### src/rtl/event_readout_sequencer_if.sv
// Readout-side bundle of the event sequencer: tube mux select/data and FIFO write port.
// The sequencer drives it through the master modport; the parent mux and FIFO use slave.
interface event_readout_sequencer_if;
  logic [7:0]  tube_sel;
  logic [7:0]  tube_data;
  logic [7:0]  tube_tag;
  logic [15:0] fifo_din;
  logic        fifo_wr_en;
  logic        fifo_full;

  modport master (
    output tube_sel,
    output fifo_din,
    output fifo_wr_en,
    input  tube_data,
    input  tube_tag,
    input  fifo_full
  );

  modport slave (
    input  tube_sel,
    input  fifo_din,
    input  fifo_wr_en,
    output tube_data,
    output tube_tag,
    output fifo_full
  );
endinterface

### src/rtl/event_readout_sequencer.sv
// Drift-tube readout sequencer: after a coincidence it waits out the drift window,
// writes a header and one {data, tag} word per tube into the FIFO (stalling on full),
// pulses the tube/latch clear and re-arms. Events arriving while the FIFO is full are
// dropped straight to the clear phase and counted.
module event_readout_sequencer #(
  parameter int unsigned WINDOW     = 256,
  parameter int unsigned NTUBES     = 32,
  parameter int unsigned CLR_CYCLES = 11
) (
  input  logic                         clk100,
  input  logic                         rst_n,
  input  logic                         trig,
  event_readout_sequencer_if.master    bus,
  output logic                         tube_clr,
  output logic                         busy,
  output logic [15:0]                  evt_cnt,
  output logic [15:0]                  drop_cnt
);

  // One counter times both the drift window and the clear pulse.
  localparam int unsigned CntMax = (WINDOW > CLR_CYCLES) ? WINDOW : CLR_CYCLES;
  localparam int unsigned CntW   = (CntMax > 1) ? $clog2(CntMax) : 1;
  localparam logic [CntW-1:0] WinLast = CntW'(WINDOW - 1);
  localparam logic [CntW-1:0] ClrLast = CntW'(CLR_CYCLES - 1);
  localparam logic [7:0]      IdxLast = 8'(NTUBES - 1);

  typedef enum logic [2:0] {
    StIdle,
    StWindow,
    StHeader,
    StScan,
    StClear
  } state_e;

  state_e          state_q;
  logic [CntW-1:0] cnt_q;
  logic [7:0]      idx_q;
  logic [15:0]     evt_q;
  logic [15:0]     drop_q;
  logic            wr_en;

  // FIFO write port: only HEADER and SCAN write, and never into a full FIFO.
  always_comb begin
    wr_en        = 1'b0;
    bus.fifo_din = 16'h0000;
    case (state_q)
      StHeader: begin
        wr_en        = !bus.fifo_full;
        bus.fifo_din = {8'hFF, evt_q[7:0]};
      end
      StScan: begin
        wr_en        = !bus.fifo_full;
        bus.fifo_din = {bus.tube_data, bus.tube_tag};
      end
      default: ;
    endcase
  end

  assign bus.fifo_wr_en = wr_en;
  assign bus.tube_sel   = idx_q;
  // Clear is forced while in reset so the tubes stay cleared.
  assign tube_clr       = !rst_n || (state_q == StClear);
  assign busy           = (state_q != StIdle);
  assign evt_cnt        = evt_q;
  assign drop_cnt       = drop_q;

  // Sequencer FSM with its window/clear counter, tube index and event counters.
  always_ff @(posedge clk100 or negedge rst_n) begin
    if (!rst_n) begin
      state_q <= StIdle;
      cnt_q   <= '0;
      idx_q   <= 8'd0;
      evt_q   <= 16'd0;
      drop_q  <= 16'd0;
    end else begin
      case (state_q)
        StIdle: begin
          if (trig) begin
            cnt_q <= '0;
            if (!bus.fifo_full) begin
              state_q <= StWindow;
            end else begin
              state_q <= StClear;
              if (drop_q != 16'hFFFF) drop_q <= drop_q + 16'd1;
            end
          end
        end
        StWindow: begin
          if (cnt_q == WinLast) state_q <= StHeader;
          else                  cnt_q   <= cnt_q + 1'b1;
        end
        StHeader: begin
          if (wr_en) begin
            state_q <= StScan;
            idx_q   <= 8'd0;
          end
        end
        StScan: begin
          if (wr_en) begin
            if (idx_q == IdxLast) begin
              state_q <= StClear;
              cnt_q   <= '0;
              evt_q   <= evt_q + 16'd1;
            end else begin
              idx_q <= idx_q + 8'd1;
            end
          end
        end
        StClear: begin
          if (cnt_q == ClrLast) state_q <= StIdle;
          else                  cnt_q   <= cnt_q + 1'b1;
        end
        default: state_q <= StIdle;
      endcase
    end
  end

endmodule

### src/flat_wrapper.sv
// flat-port wrapper written by rule: the top's interface ports become plain ports
module event_readout_sequencer_flat 
#(
  parameter int unsigned WINDOW     = 256,
  parameter int unsigned NTUBES     = 32,
  parameter int unsigned CLR_CYCLES = 11
)
  (clk100, rst_n, trig, tube_clr, busy, evt_cnt, drop_cnt, bus_tube_sel, bus_fifo_din, bus_fifo_wr_en, bus_tube_data, bus_tube_tag, bus_fifo_full);
  event_readout_sequencer_if bus_i ();
  input  logic clk100;
  input  logic rst_n;
  input  logic trig;
  output logic tube_clr;
  output logic busy;
  output logic [15:0] evt_cnt;
  output logic [15:0] drop_cnt;
  output wire logic [$bits(bus_i.tube_sel)-1:0] bus_tube_sel;
  output wire logic [$bits(bus_i.fifo_din)-1:0] bus_fifo_din;
  output wire logic [$bits(bus_i.fifo_wr_en)-1:0] bus_fifo_wr_en;
  input wire logic [$bits(bus_i.tube_data)-1:0] bus_tube_data;
  input wire logic [$bits(bus_i.tube_tag)-1:0] bus_tube_tag;
  input wire logic [$bits(bus_i.fifo_full)-1:0] bus_fifo_full;
  assign bus_tube_sel = bus_i.tube_sel;
  assign bus_fifo_din = bus_i.fifo_din;
  assign bus_fifo_wr_en = bus_i.fifo_wr_en;
  assign bus_i.tube_data = bus_tube_data;
  assign bus_i.tube_tag = bus_tube_tag;
  assign bus_i.fifo_full = bus_fifo_full;
  event_readout_sequencer #(.WINDOW(WINDOW), .NTUBES(NTUBES), .CLR_CYCLES(CLR_CYCLES)) u_core (.clk100(clk100), .rst_n(rst_n), .trig(trig), .bus(bus_i), .tube_clr(tube_clr), .busy(busy), .evt_cnt(evt_cnt), .drop_cnt(drop_cnt));
endmodule
### config.mk
export PLATFORM = sky130hd
export DESIGN_NAME = event_readout_sequencer_flat
export DESIGN_NICKNAME = d
export VERILOG_FILES = /design/src/rtl/event_readout_sequencer_if.sv /design/src/rtl/event_readout_sequencer.sv /design/src/flat_wrapper.sv
export SDC_FILE = /design/constraint.sdc
export NUM_CORES = 1
export LEC_CHECK = 0
export CELL_PAD_IN_SITES_DETAIL_PLACEMENT = 0
export CELL_PAD_IN_SITES_GLOBAL_PLACEMENT = 2
export CORE_UTILIZATION = 26
export CTS_BUF_LIST = sky130_fd_sc_hd__clkbuf_16
export CTS_CLUSTER_SIZE = 30
export DETAILED_ROUTE_END_ITERATION = 10
export PLACE_DENSITY_LB_ADDON = 0.1
export SYNTH_ARGS = -nofsm -noshare
export SYNTH_HDL_FRONTEND = slang
export SYNTH_SLANG_ARGS = --single-unit
### constraint.sdc
create_clock -name clk100 -period 1.7 [get_ports clk100]
set_clock_uncertainty 0.05 [all_clocks]
set_input_delay 0.425 -clock clk100 [delete_from_list [all_inputs] [get_ports clk100]]
set_output_delay 0.425 -clock clk100 [all_outputs]
set_load 0.1 [all_outputs]
run_1/met1.png
Scale bar: 20 microns. Supply wires on this layer in gray.
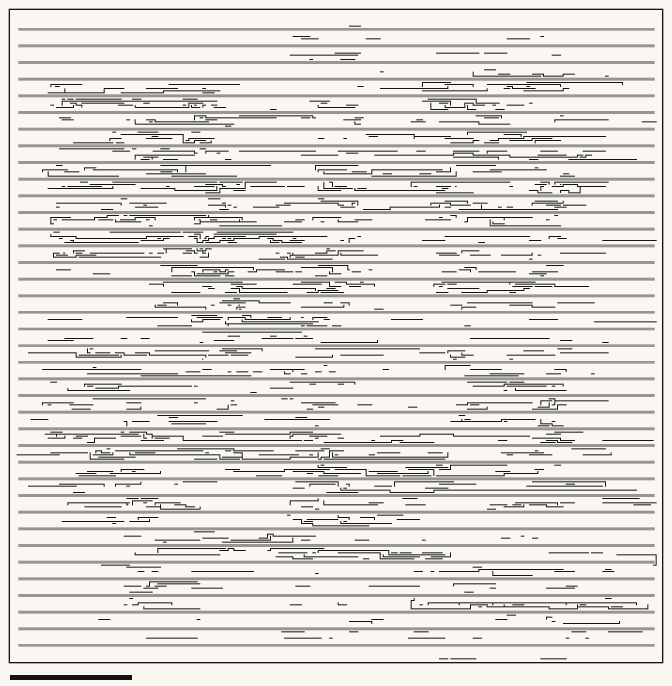
The layer holds 45% of the routed length. The longest straight run is 34.0 microns. The layer carries 3860 microns of wire. 395 nets have wire on it. The wires run mostly horizontal.
M1 GR Usage: 20.4%
vias: 2745
drt total wl: 8650 microns

run_1/met2.png
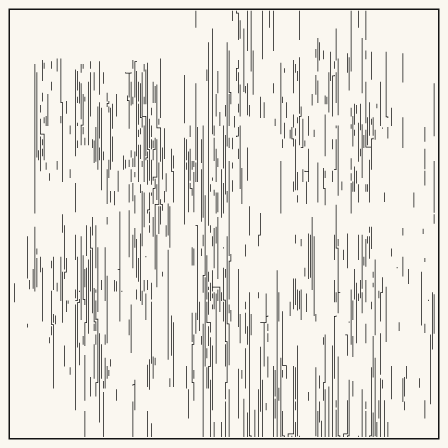
The wires run mostly vertical. The layer carries 4420 microns of wire. 411 nets have wire on it. The longest straight run is 45.6 microns. The layer holds 51% of the routed length.
met2 Use GR: 27.2%

run_1/met3.png
Scale bar: 20 microns.
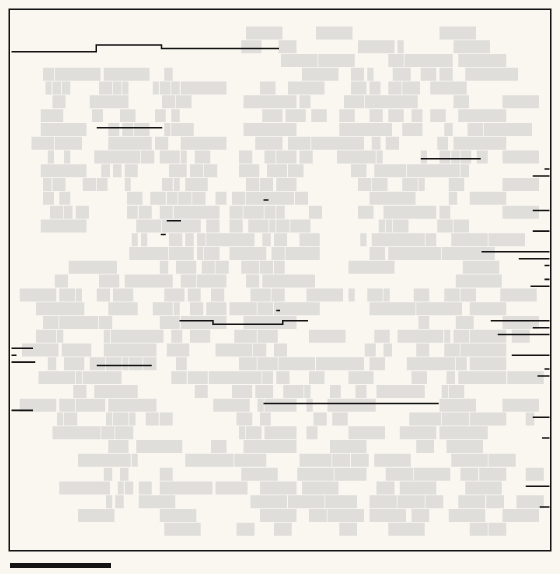
The longest straight run is 34.3 microns. The layer carries 244 microns of wire.
M3 GR Usage: 3.07%

==> job_summary.md, run 1 <==
### Metrics collected by this job

| Metric | Value |
|---|---|
| Outcome | `finished, violations left` |
| Failing checks | `setup timing` |
| Top cell excl fill/tap | `buf_12` |
| Synth area leader | `dfrtp_1` |
| CP Capture Type | `output port` |
| Nets@finish | `460` |
| Antenna violations before repair | `0` |
| DP Wirelength | `6080 microns` |
| Switching share of power | `about two fifths` |
| Max stage delay cell, worst path | `dfrtp_2` |
| Unrepaired setup endpoints after global routing | `true` |
| Top cells by area | `dfrtp_1 (45%), xnor2_1 (7.4%), xor2_1 (3.7%)` |
| Yosys adder share | `approximately 2.2%` |
| Fp util | `around 27%` |
| Iteration tally of the first detailed-router pass | `4` |
| Fillers | `between 900 and 1000` |
| Dominant cell by count in the synthesized netlist | `dfrtp_1` |
| CTS Buf Count | `5` |
| Mux share | `less than 1%` |
| Top cells by count, synth | `dfrtp_1 (51), nand2_1 (25), xnor2_1 (24), nor2_1 (20)` |
| Area Growth Syn to Fin | `101%` |
| Met3 wire length | `approximately 240 microns` |
| Syn_nets | `305` |
| I/O pins | `just under 80` |
| Hold Crit Class | `in -> async` |
| GRT Residual Overflow | `0` |
| Yosys stat area | `2840 sq um` |
| Worst-path maximum fanout | `15` |
| VDD IR-drop max | `0.565 mV` |
| Post-route DRC | `0` |
| Fin crit period | `2.04 ns` |
| Pre-CTS setup slack | `-0.652 ns` |
| Cycle use final | `120%` |
| Logic area | `approximately 1900 sq um` |
| ANT nets after route | `0` |
| Total track usage | `between 15 and 20%` |
| P_seq | `1.50 mW` |
| Number of global-route vias before repair | `2823` |
| Slew @ Worst Pin | `0.364 ns` |
| CTS sink cnt | `51` |
| Distinct cells, synth | `57` |
| Insertion Delay late pin | `0.29 ns` |
| Synth Area in Simple Gates | `26.8%` |
| Vias per cell | `4.80` |
| Met2 wire length | `4420 microns` |
| Die Span X | `107 microns` |
| Comb. pwr | `2.29 mW` |
| Commonest flop | `dfrtp_1` |
| Flop area | `1370 sq um` |
| Final setup viols | `56` |
| Die height | `107 microns` |
| Clock share of power | `around 20%` |
| TritonCTS clock tree | `yes` |
| Placed instance area | `5100 sq um` |
| Seq share, synth | `44.9%` |
| MI comb cells | `218` |
| Non-filler cells, final | `572` |
| Top layer used by detailed routing | `met4` |
| Antenna cells | `0` |
| Biggest Area Class | `buffers` |
| Final max-slew violation count | `0` |
| CP required | `1.22 ns` |
| Relative slew slack | `75.6%` |
| Comb pwr share | `48.2%` |
| Clock-pin slew of the registers on the worst-case setup and hold paths | `0.07 ns` |
| Post-route cell area | `5700 sq um` |
| Root Buffer | `clkbuf_16` |
| Drt wl/cell | `between 15 and 20 microns` |
| Inverters | `5` |
| Leakage | `2.42 nW` |
| Hold buffers post-CTS | `0` |
| Port bufs | `a little under 80` |
| OpenROAD warning count | `30` |
| Core region area | `between 10000 and 15000 sq um` |
| Largest net degree at the start of global routing | `52` |
| Registers, synthesis | `51` |
| Top cell by count, worst path | `buf_12` |
| Synth logic family | `simple AND/OR/NAND/NOR gates` |
| Arrival @ worst endpoint | `around 1.6 ns` |
| Buffering overhead | `between 30 and 40%` |
| Area share, top type | `44.9%` |
| Ys async rst share | `100%` |
| Int Pwr | `2.93 mW` |
| EDFF count, synth | `0` |
| Setup ws final | `-0.340 ns` |
| Die area | `11300 sq um` |
| Flop pwr share | `31.5%` |
| Worst Path Buf+Inv | `2` |
| Clk cell area share | `2.39%` |
| NetSw | `1.83 mW` |
==> run 1: path summary, 6_finish.rpt <==
check	to	start	slack [ns]	depth (start not counted)
max	bus_fifo_din[7]	u_core.state_q[0]	-0.34	4
min reg2reg	u_core.evt_cnt[9]	u_core.evt_cnt[9]	0.47	1
min in group clk100	u_core.evt_cnt[9]	u_core.evt_cnt[9]	0.47	1
max in group asynchronous	u_core.drop_cnt[3]	rst_n	1.14	2
min	u_core.evt_cnt[10]	rst_n	0.19	2
max reg2reg	u_core.bus.tube_sel[4]	u_core.state_q[0]	-0.22	8
==> run 1: metal layers <==
layer / vias to the layer above / global-route usage, %
met1: 1374 / 20.4
met4: 0 / 5.28
met5: - / 0
li1: 1328 / -
met3: 8 / 3.07
met2: 35 / 27.2
==> run 2, diff against run 1 <==
--- a/config.mk
+++ b/config.mk
@@ -9,7 +9,7 @@
 export CELL_PAD_IN_SITES_GLOBAL_PLACEMENT = 2
 export CORE_UTILIZATION = 26
 export CTS_BUF_LIST = sky130_fd_sc_hd__clkbuf_16
-export CTS_CLUSTER_SIZE = 30
+export CTS_CLUSTER_SIZE = 40
 export DETAILED_ROUTE_END_ITERATION = 10
 export PLACE_DENSITY_LB_ADDON = 0.1
 export SYNTH_ARGS = -nofsm -noshare
run_2/met1.png
Scale bar: 20 microns. Supply wires on this layer in gray.
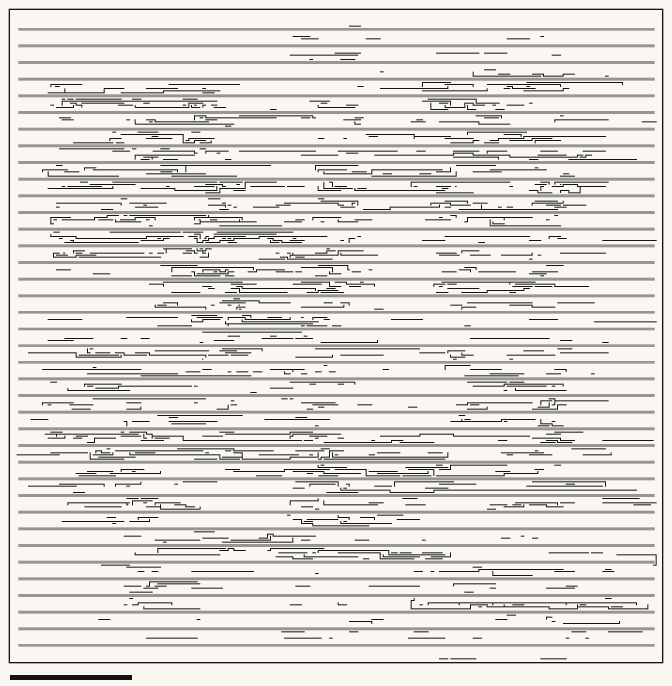
395 nets have wire on it. The layer carries 3860 microns of wire.

==> run 2 against run 1 <==
The run still ends with setup timing left. Die area stayed put. Flip-flop count stayed put. Critical path depth stayed put. Register-to-register slack hardly changed. Sequential power hardly changed. Clock power hardly changed. Setup slack stayed put. Sequential share of layout area stayed put. Critical endpoint unchanged. Total power stayed put.
==> job_summary.md, run 2 <==
### Metrics collected by this job

| Metric | Value |
|---|---|
| CP required | `about 1.2 ns` |
| Switching share of power | `38.4%` |
| Syn_nets | `305` |
| Int Pwr | `around 2.9 mW` |
| Grt peak-use layer | `met2` |
| Setup ws final | `-0.340 ns` |
| Fin crit period | `just over 2 ns` |
| Insertion Delay late pin | `~0.29 ns` |
| Antenna violations before repair | `0` |
| Ys async rst share | `100%` |
| Die Span X | `around 110 microns` |
| Seq share, synth | `44.9%` |
| Vias | `between 2000 and 3000` |
| Slew @ Worst Pin | `approximately 0.36 ns` |
| Outcome | `finished, violations left` |
| Critical Path Source | `u_core.state_q[0]` |
| Root Buffer | `clkbuf_16` |
| Number of global-route vias before repair | `2823` |
| Cells on worst reg2reg path | `8` |
| Final setup viols | `56` |
| Worst Path Buf+Inv | `2` |
| Die height | `approximately 110 microns` |
| Unrepaired setup endpoints after global routing | `true` |
| Fillers | `916` |
| Largest net degree at the start of global routing | `52` |
| OpenROAD warning count | `30` |
| Iteration tally of the first detailed-router pass | `4` |
| Final max-slew violation count | `0` |
| TritonCTS clock tree | `yes` |
| Pre-CTS setup slack | `-0.652 ns` |
| CTS Buf Count | `5` |
| ANT nets after route | `0` |
| Failing checks | `setup timing` |
| Dominant cell by count in the synthesized netlist | `dfrtp_1` |
| CP Capture Type | `output port` |
| Reg2reg start | `u_core.state_q[0]` |
| Top cells by area | `dfrtp_1 (45%), xnor2_1 (7.4%), xor2_1 (3.7%)` |
| Post-route DRC | `0` |
| P_seq | `1.50 mW` |
run_2/gate_families.png
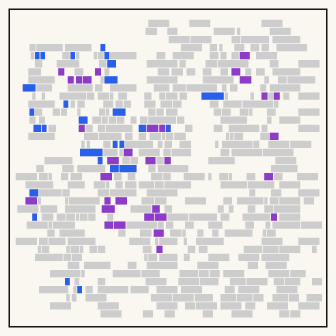
Purple stands for AND and OR gates, cells 32. Blue stands for inverting AOI/OAI gates, cells 27.
logic share of the area: 33.9%
non-filler cells, final: 572
Top cell excl fill/tap: buf_12

run 2: cell counts after synthesis:
No cell type changed its count.
run 2: timing repair:
item                       CTS  global route
cloned                       1             0
pin swaps                   39            29
setup endpoints to repair   66            62
hold buffers                 0             0
resized                     35            30
setup buffers               18            13
run 2: layout make-up:
class	count	share of cell area, %
Tap cell	136	2.99
Timing Repair Buffer	154	36.0
Clock inverter	3	0.198
Inverter	5	0.549
Multi-Input combinational cell	218	33.9
Sequential cell	51	24.1
Clock buffer	5	2.20
run 2: logic make-up after synthesis:
kind of cell | count (synthesis)
buffers and inverters | 12
flip-flops | 51
AND-OR/OR-AND | 48
multiplexers | 2
AND/OR/NAND/NOR | 126
adder cells (fa/ha/maj) | 5
XOR/XNOR | 36
Power figures rest on the tool's default switching activity, not on a simulated workload.
